==> config.mk <==
export PLATFORM = sky130hd
export DESIGN_NAME = dram_access_ctrl
export DESIGN_NICKNAME = d
export VERILOG_FILES = /design/src/rtl/dram_access_ctrl.sv
export SDC_FILE = /design/constraint.sdc
export NUM_CORES = 1
export LEC_CHECK = 0
export ABC_AREA = 1
export CAP_MARGIN = 20
export CORE_MARGIN = 2
export CORE_UTILIZATION = 50
export CTS_CLUSTER_SIZE = 20
export DETAILED_ROUTE_END_ITERATION = 6
export PLACE_DENSITY = 0.78
export SLEW_MARGIN = 5
export SYNTH_ARGS = -nofsm -noshare
export SYNTH_HDL_FRONTEND = slang
export SYNTH_SLANG_ARGS = --single-unit
==> constraint.sdc <==
create_clock -name clk -period 3.6 [get_ports clk]
set_input_delay 0.54 -clock clk [delete_from_list [all_inputs] [get_ports clk]]
set_output_delay 0.54 -clock clk [all_outputs]
set_load 0.05 [all_outputs]
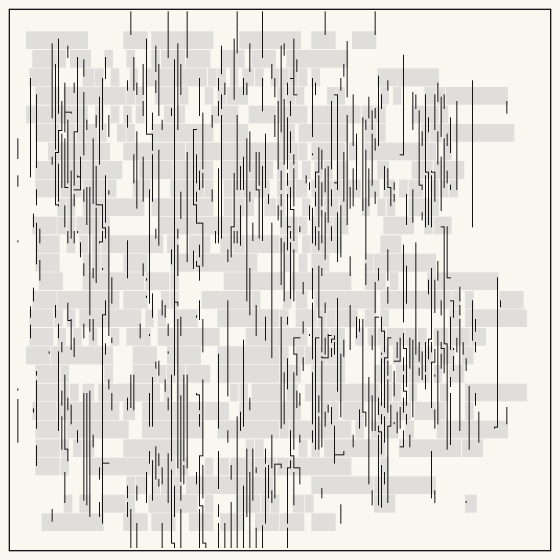
Figure 1: run 1, met2 routing.
nets with wire on the layer: 335
main direction: vertical
wire length on this layer: 2650 microns
share of all routed wire: 47%
total via count in the routed design: 2290
overall routed net length: 5.62 mm
met2 usage: 0.327

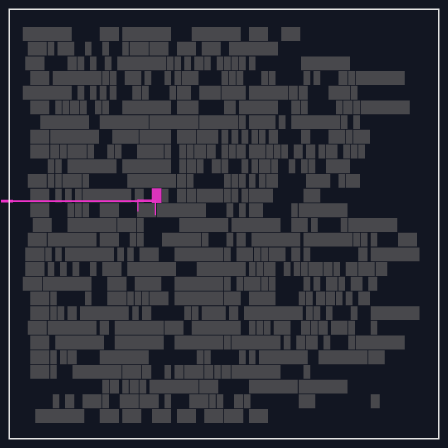
Figure 2: run 1, port wiring.
| color | port | bits | direction | edge | end cells | buffers | wire |
|---|---|---|---|---|---|---|---|
| magenta | mem_write_en | 1 | output | left | 1 | 1 | 33.8 microns |
number of ports placed on the die boundary: 56
PortBufs: 55

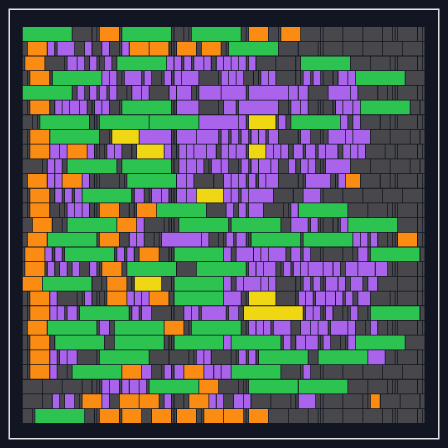
Figure 3: run 1, placement by cell class.
Fill, decap, tap and diode cells in gray.
| color | class | cells | share of their area |
|---|---|---|---|
| purple | combinational and other logic | 278 | 40% |
| orange | remaining buffers and delay cells | 56 | 16% |
| yellow | clock drivers and dummy loads | 8 | 3.5% |
| green | sequential cells | 56 | 41% |
flop share of the area: 0.395
core region area: 5470 sq um
post-layout instance area: 3550 sq um
utilization after layout: 0.648
Core Rows: 27

==> flow report <==
CLOCK NETWORK
--------------------------------------------------------------------------------
Clock tree from TritonCTS                                                   done
CTS Hold Bufs                                                                  0
Number of buffers on the longest clock path                                    2
Worst skew pair latency                                                  0.31 ns
Total setup buffers inserted after CTS                                         0
H-tree depth reported by CTS                                                   2
Clock transition at the registers of the reported paths                  0.10 ns
Cell at the root of the clock tree                                      clkbuf_8
Number of CTS-inserted buffers                                                 5
Post-cts repair resize count                                                   0
TritonCTS Sinks                                                               56

CELLS AND AREA
--------------------------------------------------------------------------------
Inverters                                                                     46
Multi-input combinational cell count                                         232
# nets final                                                                 428
Most common library cell in the layout ignoring fill and taps            nand2_1
Most frequent logic cells in the routed design                      116 x nand2_1, 56 x dfrtp_1, 54 x clkdlybuf4s50_1
Combinational share of cell area                                           0.340
Non-clock buffer instance count of the final layout                           56
Sequential cell area                                                  1400 sq um
Largest cell class by area                                             registers
Fraction of final layout cells with drive strength greater than 1         0.0905
Area Overhead vs Synth                                                     25.3%
Layout clock buffer count                                                      6
Fill count                                                                   489
Area taken by multi-input logic gates                                 1200 sq um
Count of flip-flops and latches                                               56
Portion of the layout cell area used by non-clock buffers                  0.156
Number of antenna cells inserted                                               0
Number of flip-flops under the largest register name                          16
Relative area of clock buffers and inverters in the final design          0.0342

POWER
--------------------------------------------------------------------------------
Total power per unit cell area                                       890 nW/um^2
Worst-case vdd ir drop                                                0.000601 V
Overall power                                                          0.00316 W
Leakage Power                                                            1.80 nW

JOB
--------------------------------------------------------------------------------
OpenROAD warnings                                                             27
MaxCap Viol Count                                                              0

SYNTH
--------------------------------------------------------------------------------
Cell types with the largest area share after synthesis              dfrtp_1 50%, nand2_1 15%, inv_1 5.3%, xor2_1 3.4%, o21ai_0 3.4%
Fraction of synthesized cell area in xor and xnor cells                   0.0402
Library cells used by synthesis                                               33
Adder and majority gate portion of the synthesized area                   0.0133
Flip-flop and latch count after synthesis                                     56
Library cell with the largest summed area after synthesis                dfrtp_1
Warning count from the yosys run                                               0
Chip area estimate from yosys synthesis                               2830 sq um
Complex Gates by Area                                                     0.0659
Syn Area/Cell                                                         8.35 sq um
Count of library flops with an enable pin                                      0
Cell total in the yosys stat output                                          339
Sequential element share of the synthesized area                           0.495
Top cells by count                                                  116 x nand2_1, 56 x dfrtp_1, 40 x inv_1
Dominant Register Cell                                                   dfrtp_1
FFs w/ async S/R, synth                                                     1.00
Post-Synth Simple-Gate Area                                                0.306
Cell area after synthesis                                             2830 sq um
Dominant combinational cell family by area after synthesis          simple AND/OR/NAND/NOR gates
Instance count of the mapped netlist                                         339
Leading cell type by number of instances after synthesis                 nand2_1
Share of synthesized area spent on multiplexers                                0
Number of nets in the synthesized netlist                                    370
Share of the synthesized area in the top cell type                         0.495

ROUTING
--------------------------------------------------------------------------------
Router iterations before antenna repair                                        5
DR iter-0 viols                                                              126
Number of nets with antenna violations after routing                           0
Detailed-route DRC error count                                                 0
Wire length the detailed router placed on met1                           2.57 mm
Length of routed met2 wiring                                             2.65 mm
DR vias/cell                                                                4.87
Top layer in use                                                            met4
Met3 routed wirelength                                               378 microns
Routed wire per std cell                                            12.0 microns

SETUP PATH
--------------------------------------------------------------------------------
Setup CP Type                                                       register to output port
Required arrival time at the worst endpoint                              3.06 ns
Gate family responsible for the most delay along the worst path     buffers and inverters
Cells along the critical path                                       nor2_4 -> nand2_4 -> nor2_8 -> clkdlybuf4s50_1
Kind of start point of the critical path                                register
Number of cell instances on the worst register-to-register path               10
Number of stages on the worst setup path                                       4
Reg-to-reg setup timing slack                                            2.02 ns
Max incr delay on CP                                                     0.81 ns
Crit path capture type                                               output port
CP Data Arrival Time                                                     2.04 ns
Crit Path Max Fanout                                                           7
Worst path slowest cell                                             clkdlybuf4s50_1
Sum of buffers and inverters on the critical path                              1

FLOORPLAN
--------------------------------------------------------------------------------
# Taps                                                                        72
Width of the chip                                                   79.2 microns
FP Util                                                                    0.517
Chip height                                                         79.2 microns
Chip area                                                             6280 sq um

FINAL TIMING
--------------------------------------------------------------------------------
Hold violation count in the final report                                       0
Worst Max-Slew Pin Slew                                                 0.590 ns
Setup repair after global routing missed its margin                           no
Achievable Freq                                                          388 MHz
Clock period minus worst slack                                           2.58 ns
Summed negative setup slack over all endpoints                              0 ns
Final number of setup-violating endpoints                                      0
Count of final max-slew check failures                                         0
Setup skew after layout                                               0.00230 ns
Share of the clock period used by the worst path after layout              0.716
Slew HR                                                                    0.607

GLOBAL ROUTE
--------------------------------------------------------------------------------
Met3 layer usage reported by global route                                 0.0523
Antenna violations before repair                                               0
Vias in the first global route                                              2266
Overall track demand over capacity in global routing                       0.199
Pin count of the biggest net entering global routing                          31
Most crowded layer after global routing                                     met2
Total congestion overflow                                                      0
Met1 track demand over resource                                            0.260
First-pass GRT wire length                                               9.91 mm

PLACEMENT
--------------------------------------------------------------------------------
GP Congestion                                                              0.868
HPWL Detailed                                                            4.13 mm

HOLD PATH
--------------------------------------------------------------------------------
Tightest Hold Check Type                                            input port to asynchronous set/reset pin

STATUS
--------------------------------------------------------------------------------
Result of the run                                                   complete, no violations

[run 1: metrics by stage]
stage / setup slack [ns] / util / hold WS (ns) / area, sq um / cells
after detailed placement: 1.35 / 0.626 / 0.455 / 3420 / 462
after global placement: 1.39 / 0.626 / 0.453 / 3420 / 462
final: 1.02 / 0.648 / 0.221 / 3550 / 470
after global routing: 0.951 / 0.648 / 0.274 / 3550 / 470
after CTS: 1.01 / 0.648 / 0.242 / 3550 / 470
after floorplan: 1.48 / - / 0.244 / 2830 / 339
[run 1: where the power goes]
part / switching, W / internal, W
registers: 0.000151 / 0.000834
logic: 0.00116 / 0.000570
clock network: 0.000210 / 0.000228
total: 0.00152 / 0.00163
No activity file was given, so power comes from the tool's default toggle rates.
